`config.mk`:
```
export PLATFORM = sky130hd
export DESIGN_NAME = sap_ram_seq
export DESIGN_NICKNAME = d
export VERILOG_FILES = /design/src/rtl/sap_ram_seq.sv
export SDC_FILE = /design/constraint.sdc
export NUM_CORES = 1
export LEC_CHECK = 0
export CORE_MARGIN = 4
export CORE_UTILIZATION = 60
export CTS_BUF_LIST = sky130_fd_sc_hd__clkbuf_4
export DETAILED_ROUTE_END_ITERATION = 10
export GPL_ROUTABILITY_DRIVEN = 0
export HOLD_SLACK_MARGIN = 0.05
export PLACE_DENSITY = 0.8
export SLEW_MARGIN = 20
export SYNTH_ARGS = -nofsm -noshare
export SYNTH_HDL_FRONTEND = slang
export SYNTH_SLANG_ARGS = --single-unit
```
`constraint.sdc`:
```
create_clock -name clk -period 2.8 [get_ports clk]
set_input_delay 0.28 -clock clk [delete_from_list [all_inputs] [get_ports clk]]
set_output_delay 0.28 -clock clk [all_outputs]
set_load 0.05 [all_outputs]
```
`src/rtl/sap_ram_seq.sv`:
```
// sap_ram_seq: SAP main memory with post-reset clear sweep, streamed program load and registered reads; define RAM_PARITY_EN for per-word parity.
module sap_ram_seq #(
  parameter int DATA_W = 16,
  parameter int ADDR_W = 4,
  parameter int DEPTH  = 2**ADDR_W
) (
  input  logic              clk,
  input  logic              rst_n,
  input  logic [DATA_W-1:0] bus_in,
  input  logic [ADDR_W-1:0] addr,
  input  logic              ram_write,
  input  logic              ram_read,
  output logic [DATA_W-1:0] ram_out,
  output logic              ram_out_valid,
  input  logic              prog_en,
  input  logic [DATA_W-1:0] prog_data,
  input  logic              prog_valid,
  output logic              prog_ready,
  output logic              prog_done,
  output logic              busy,
  output logic              parity_err
);
  typedef enum logic [1:0] {CLEAR, RUN, PROG} state_t;
  localparam logic [ADDR_W-1:0] LAST = ADDR_W'(DEPTH - 1);
  state_t state_q, state_d;
  logic [ADDR_W-1:0] clr_ptr_q, clr_ptr_d, prog_ptr_q, prog_ptr_d;
  logic [DATA_W-1:0] ram_out_q, ram_out_d;
  logic vld_q, vld_d, done_q, done_d, perr_q, perr_d;
  logic we;
  logic [ADDR_W-1:0] wa;
  logic [DATA_W-1:0] wd;
  logic [DATA_W-1:0] mem [DEPTH];
`ifdef RAM_PARITY_EN
  logic mem_par [DEPTH];
`endif
  always_comb begin
    state_d    = state_q;
    clr_ptr_d  = clr_ptr_q;
    prog_ptr_d = prog_ptr_q;
    ram_out_d  = ram_out_q;
    vld_d      = 1'b0;
    done_d     = 1'b0;
    perr_d     = perr_q;
    we         = 1'b0;
    wa         = addr;
    wd         = bus_in;
    if (state_q == CLEAR) begin
      we        = 1'b1;
      wa        = clr_ptr_q;
      wd        = '0;
      clr_ptr_d = clr_ptr_q + 1'b1;
      state_d   = clr_ptr_q == LAST ? RUN : CLEAR;
    end else if (state_q == PROG) begin
      we         = prog_valid;
      wa         = prog_ptr_q;
      wd         = prog_data;
      prog_ptr_d = prog_valid ? prog_ptr_q + 1'b1 : prog_ptr_q;
      done_d     = prog_valid && prog_ptr_q == LAST;
      state_d    = (done_d || !prog_en) ? RUN : PROG;
    end else if (prog_en) begin
      state_d    = PROG;
      prog_ptr_d = '0;
    end else begin
      we = ram_write;
      if (ram_read) begin
        ram_out_d = mem[addr];
        vld_d     = 1'b1;
`ifdef RAM_PARITY_EN
        perr_d    = (^mem[addr]) ^ mem_par[addr];
`else
        perr_d    = 1'b0;
`endif
      end
    end
  end
  always_ff @(posedge clk) begin
    if (!rst_n) begin
      state_q    <= CLEAR;
      clr_ptr_q  <= '0;
      prog_ptr_q <= '0;
      ram_out_q  <= '0;
      vld_q      <= 1'b0;
      done_q     <= 1'b0;
      perr_q     <= 1'b0;
    end else begin
      state_q    <= state_d;
      clr_ptr_q  <= clr_ptr_d;
      prog_ptr_q <= prog_ptr_d;
      ram_out_q  <= ram_out_d;
      vld_q      <= vld_d;
      done_q     <= done_d;
      perr_q     <= perr_d;
    end
  end
  always_ff @(posedge clk) begin
    if (we && rst_n) begin
      mem[wa]     <= wd;
`ifdef RAM_PARITY_EN
      mem_par[wa] <= ^wd;
`endif
    end
  end
  assign ram_out       = ram_out_q;
  assign ram_out_valid = vld_q;
  assign prog_done     = done_q;
  assign parity_err    = perr_q;
  assign prog_ready    = state_q == PROG;
  assign busy          = state_q != RUN;
endmodule

```
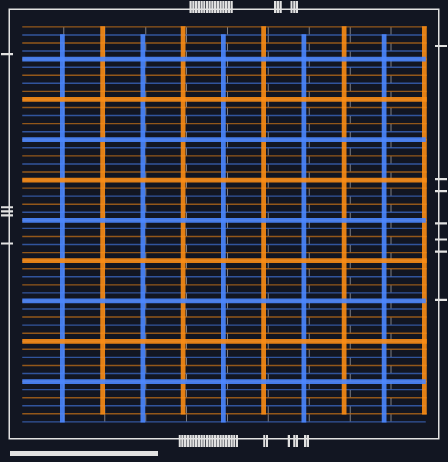
*Power grid, run 1*
Scale bar: 50 um. Pins as bars on the die edge. Tap cells in gray.
Key: blue = VSS; orange = VDD
229 tap cells. 9 straps on met5. 10 straps on met4. 50 met1 rails follow the rows. 63 signal pins sit on the boundary.

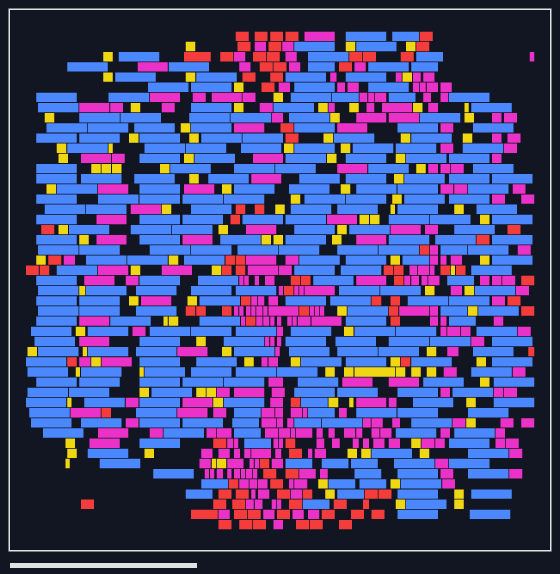
*Placed cells, one color a class, run 1*
Scale bar: 50 um.
Key: blue = registers [cells 284]; yellow = clock drivers and dummy loads [cells 120]; red = remaining buffers and delay cells [cells 96]; magenta = remaining logic cells [cells 268]

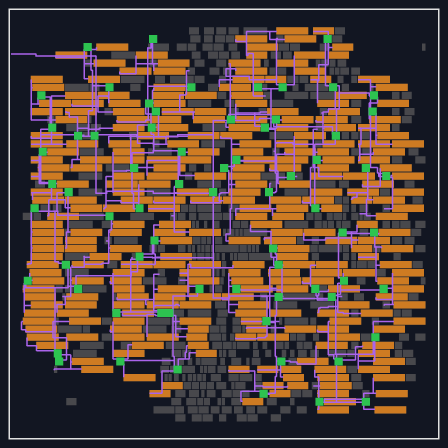
*Clock network drawn from the DEF, run 1*
Key: orange = flip-flops [count 284]; green = clock-net drivers [count 69]; purple = clock wires [length 3150 um]
Position of the flops: all over the die. There are 70 routed clock nets.

==> impl_metrics.env, run 1 <==
# physical design summary
export IMPL_run_status="finished clean"
export IMPL_critPathArrivalTime_ns=2.18
export IMPL_first_pass_iters=5
export IMPL_synth_edff_count=256
export IMPL_synth_logic_top_family="multiplexers"
export IMPL_worst_ep_required_time_ns=2.52
export IMPL_grt_use_met1_pct=31.80
export IMPL_drive_above_1_share_pct=26.69
export IMPL_rsz0062_at_grt="false"
export IMPL_dominant_cell_class="registers"
export IMPL_synthXorXnorAreaFrac_pct=0.3922
export IMPL_finalHoldViolCount=0
export IMPL_tap_cells=229
export IMPL_initCoreUtil_pct=61.53
export IMPL_cts_buffer_depth=3
export IMPL_hold_path_class="input port to flop"
export IMPL_setup_violations=0
export IMPL_largest_register_ffs=256
export IMPL_synthDominantCellAreaShare_pct=68.85
export IMPL_core_area_um2=18150
export IMPL_path_depth=2
export IMPL_ys_warn_count=0
export IMPL_top_layer="met4"
export IMPL_die_h_um=144.4
export IMPL_diodes=0
export IMPL_ys_cells=585
export IMPL_cts_buffers=69
export IMPL_cpPeakStageDelay_ns=0.79
export IMPL_worstRegToRegCells=5
export IMPL_p_clk_share_pct=39.7
export IMPL_drtAntennaViolNets=0
export IMPL_ys_sh_adder_pct=0.2241
export IMPL_cp_num_buf_inv=1
export IMPL_dr_wl_met3_um=1918
export IMPL_worstPathCellList="nand2b_1, clkdlybuf4s50_1"
export IMPL_track_usage_pct=24.42
export IMPL_report_final_slew_viol_count=0
export IMPL_cp_max_fo=11
export IMPL_ys_sh_aoi_pct=5.334
export IMPL_fin_util_pct=71.49
export IMPL_async_flop_share_pct=0
export IMPL_timing_final_ws_setup_ns=0.3410
export IMPL_p_seq_share_pct=55.5
export IMPL_synthToLayoutAreaGrowth_pct=16.19
export IMPL_globalRouteMet2Util_pct=40.40
export IMPL_post_cts_setup_buffers=0
export IMPL_p_per_area_nw_per_um2=642.4
export IMPL_dp_cells=877
export IMPL_synth_seq_cells=284
export IMPL_comb_share_pct=20.57
export IMPL_antenna_found_initial=0
export IMPL_ys_seq_share_pct=73.87
export IMPL_fin_setup_tns_ns=0
export IMPL_cts_repair_resized=0
export IMPL_place_area_um2=12100
export IMPL_combPwrFrac_pct=4.8
export IMPL_reg2reg_setup_slack_ns=0.53
export IMPL_wl_per_cell_um=24.33
export IMPL_switching_share_pct=20.67
export IMPL_synth_nets=629
export IMPL_cp_slowest_cell="clkdlybuf4s50_1"
### Signal wires by layer, run 1

Scale bar: 50 um. Two of the layers only.
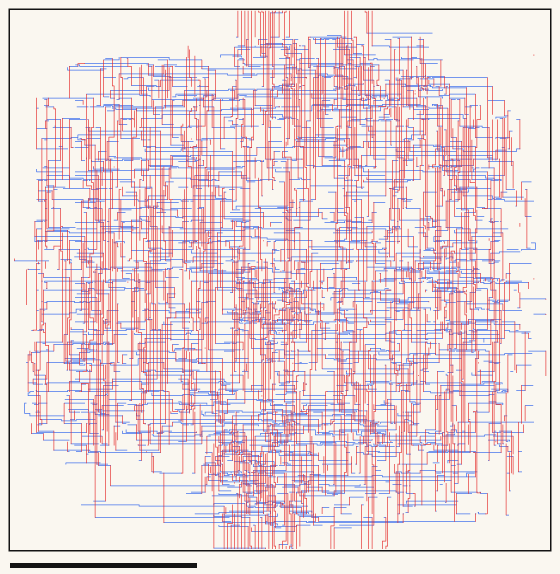

==> inputs of run 2 (changes only) <==
--- a/config.mk
+++ b/config.mk
@@ -5,12 +5,13 @@
 export SDC_FILE = /design/constraint.sdc
 export NUM_CORES = 1
 export LEC_CHECK = 0
+export ABC_AREA = 1
 export CORE_MARGIN = 4
 export CORE_UTILIZATION = 60
 export CTS_BUF_LIST = sky130_fd_sc_hd__clkbuf_4
 export DETAILED_ROUTE_END_ITERATION = 10
 export GPL_ROUTABILITY_DRIVEN = 0
-export HOLD_SLACK_MARGIN = 0.05
+export HOLD_SLACK_MARGIN = 0.08
 export PLACE_DENSITY = 0.8
 export SLEW_MARGIN = 20
 export SYNTH_ARGS = -nofsm -noshare
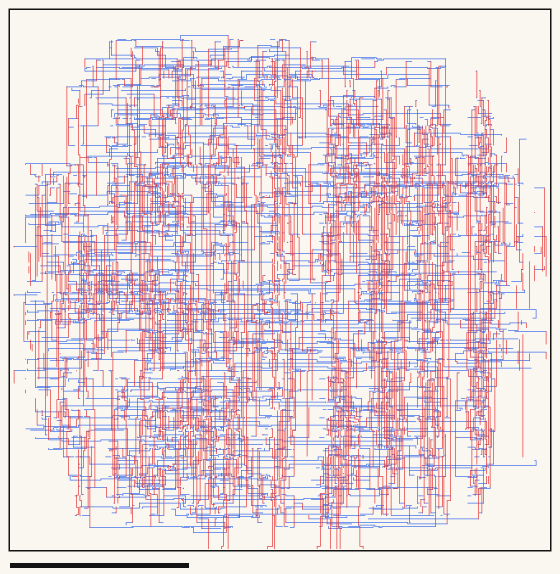
*Signal wires by layer, run 2*
Scale bar: 50 um. Two of the layers only.
Key: red = M2 [wire length 14100 um]; blue = M1 [wire length 11500 um]

==> run 2 against run 1 <==
- setup slack got worse by 0.072 ns
- area after synthesis rose by 9.6%
- register-to-register slack lost 0.26 ns
- routed wire length up 24%
- via count is 48% higher
- sequential power about the same
- total power up 3.0%
- clock power is 4% higher
- first-iteration DRC count rose to 2.5 times the previous value
- final area up 9.4%
- die size up 9.1%
- critical path depth grew 7
- critical path type is now flop to flop
- largest cell class unchanged
==> impl_metrics.env, run 2 <==
# physical design summary
export IMPL_synth_nets=1245
export IMPL_die_h_um=150.8
export IMPL_top_layer="met4"
export IMPL_cts_buffer_depth=3
export IMPL_async_flop_share_pct=0
export IMPL_first_pass_iters=6
export IMPL_synth_edff_count=256
export IMPL_diodes=1
export IMPL_globalRouteMet2Util_pct=43.09
export IMPL_place_area_um2=13280
export IMPL_mux_share_pct=0
export IMPL_grt_use_met1_pct=37.88
export IMPL_hold_path_class="input port to flop"
export IMPL_cts_buffers=72
export IMPL_path_depth=9
export IMPL_ys_cells=1201
export IMPL_drtAntennaViolNets=0
export IMPL_ys_warn_count=0
export IMPL_ys_sh_adder_pct=0.2044
export IMPL_p_clk_share_pct=40.1
export IMPL_worstPathCellList="inv_2, nand2_4, inv_2, nand2_1, o21ai_0, a21oi_2, nand2_1, nor2_2, buf_4"
export IMPL_setup_violations=0
export IMPL_synthXorXnorAreaFrac_pct=0.07155
export IMPL_dr_wl_met3_um=3702
export IMPL_dominant_cell_class="registers"
export IMPL_path_class="flop to flop"
export IMPL_timing_final_ws_setup_ns=0.2693
export IMPL_combPwrFrac_pct=6.0
export IMPL_ys_sh_aoi_pct=3.148
export IMPL_reg2reg_setup_slack_ns=0.27
export IMPL_cts_root_buf="clkbuf_4"
export IMPL_track_usage_pct=27.37
export IMPL_post_cts_setup_buffers=0
export IMPL_run_status="finished clean"
export IMPL_synthToLayoutAreaGrowth_pct=15.90
export IMPL_core_area_um2=19780
export IMPL_synthDominantCellAreaShare_pct=62.80
export IMPL_openroad_warnings=28
export IMPL_ys_seq_share_pct=67.38
export IMPL_cpPeakStageDelay_ns=0.63
export IMPL_p_seq_share_pct=53.9
export IMPL_fin_util_pct=71.73
export IMPL_num_vias=9081
export IMPL_finalHoldViolCount=0
export IMPL_rsz0062_at_grt="false"
export IMPL_ys_chip_area_um2=12240
export IMPL_largest_register_ffs=256
export IMPL_syn_area_per_cell_um2=10.19
export IMPL_antenna_found_initial=1
export IMPL_cp_num_buf_inv=3
export IMPL_worst_ep_required_time_ns=3.18
export IMPL_tap_cells=265
export IMPL_wl_met2_um=14130
export IMPL_wl_per_cell_um=18.46
export IMPL_worstRegToRegCells=9
export IMPL_switching_share_pct=22.66
export IMPL_synth_seq_cells=284
export IMPL_fin_setup_tns_ns=0
export IMPL_cts_repair_resized=1
export IMPL_p_per_area_nw_per_um2=604.8
export IMPL_cp_slowest_cell="dfxtp_1"
export IMPL_cp_max_fo=13
export IMPL_critPathArrivalTime_ns=2.91
export IMPL_initCoreUtil_pct=61.88
export IMPL_synth_logic_top_family="simple AND/OR/NAND/NOR gates"
export IMPL_report_final_slew_viol_count=0
Power and IR drop assume default switching activity.
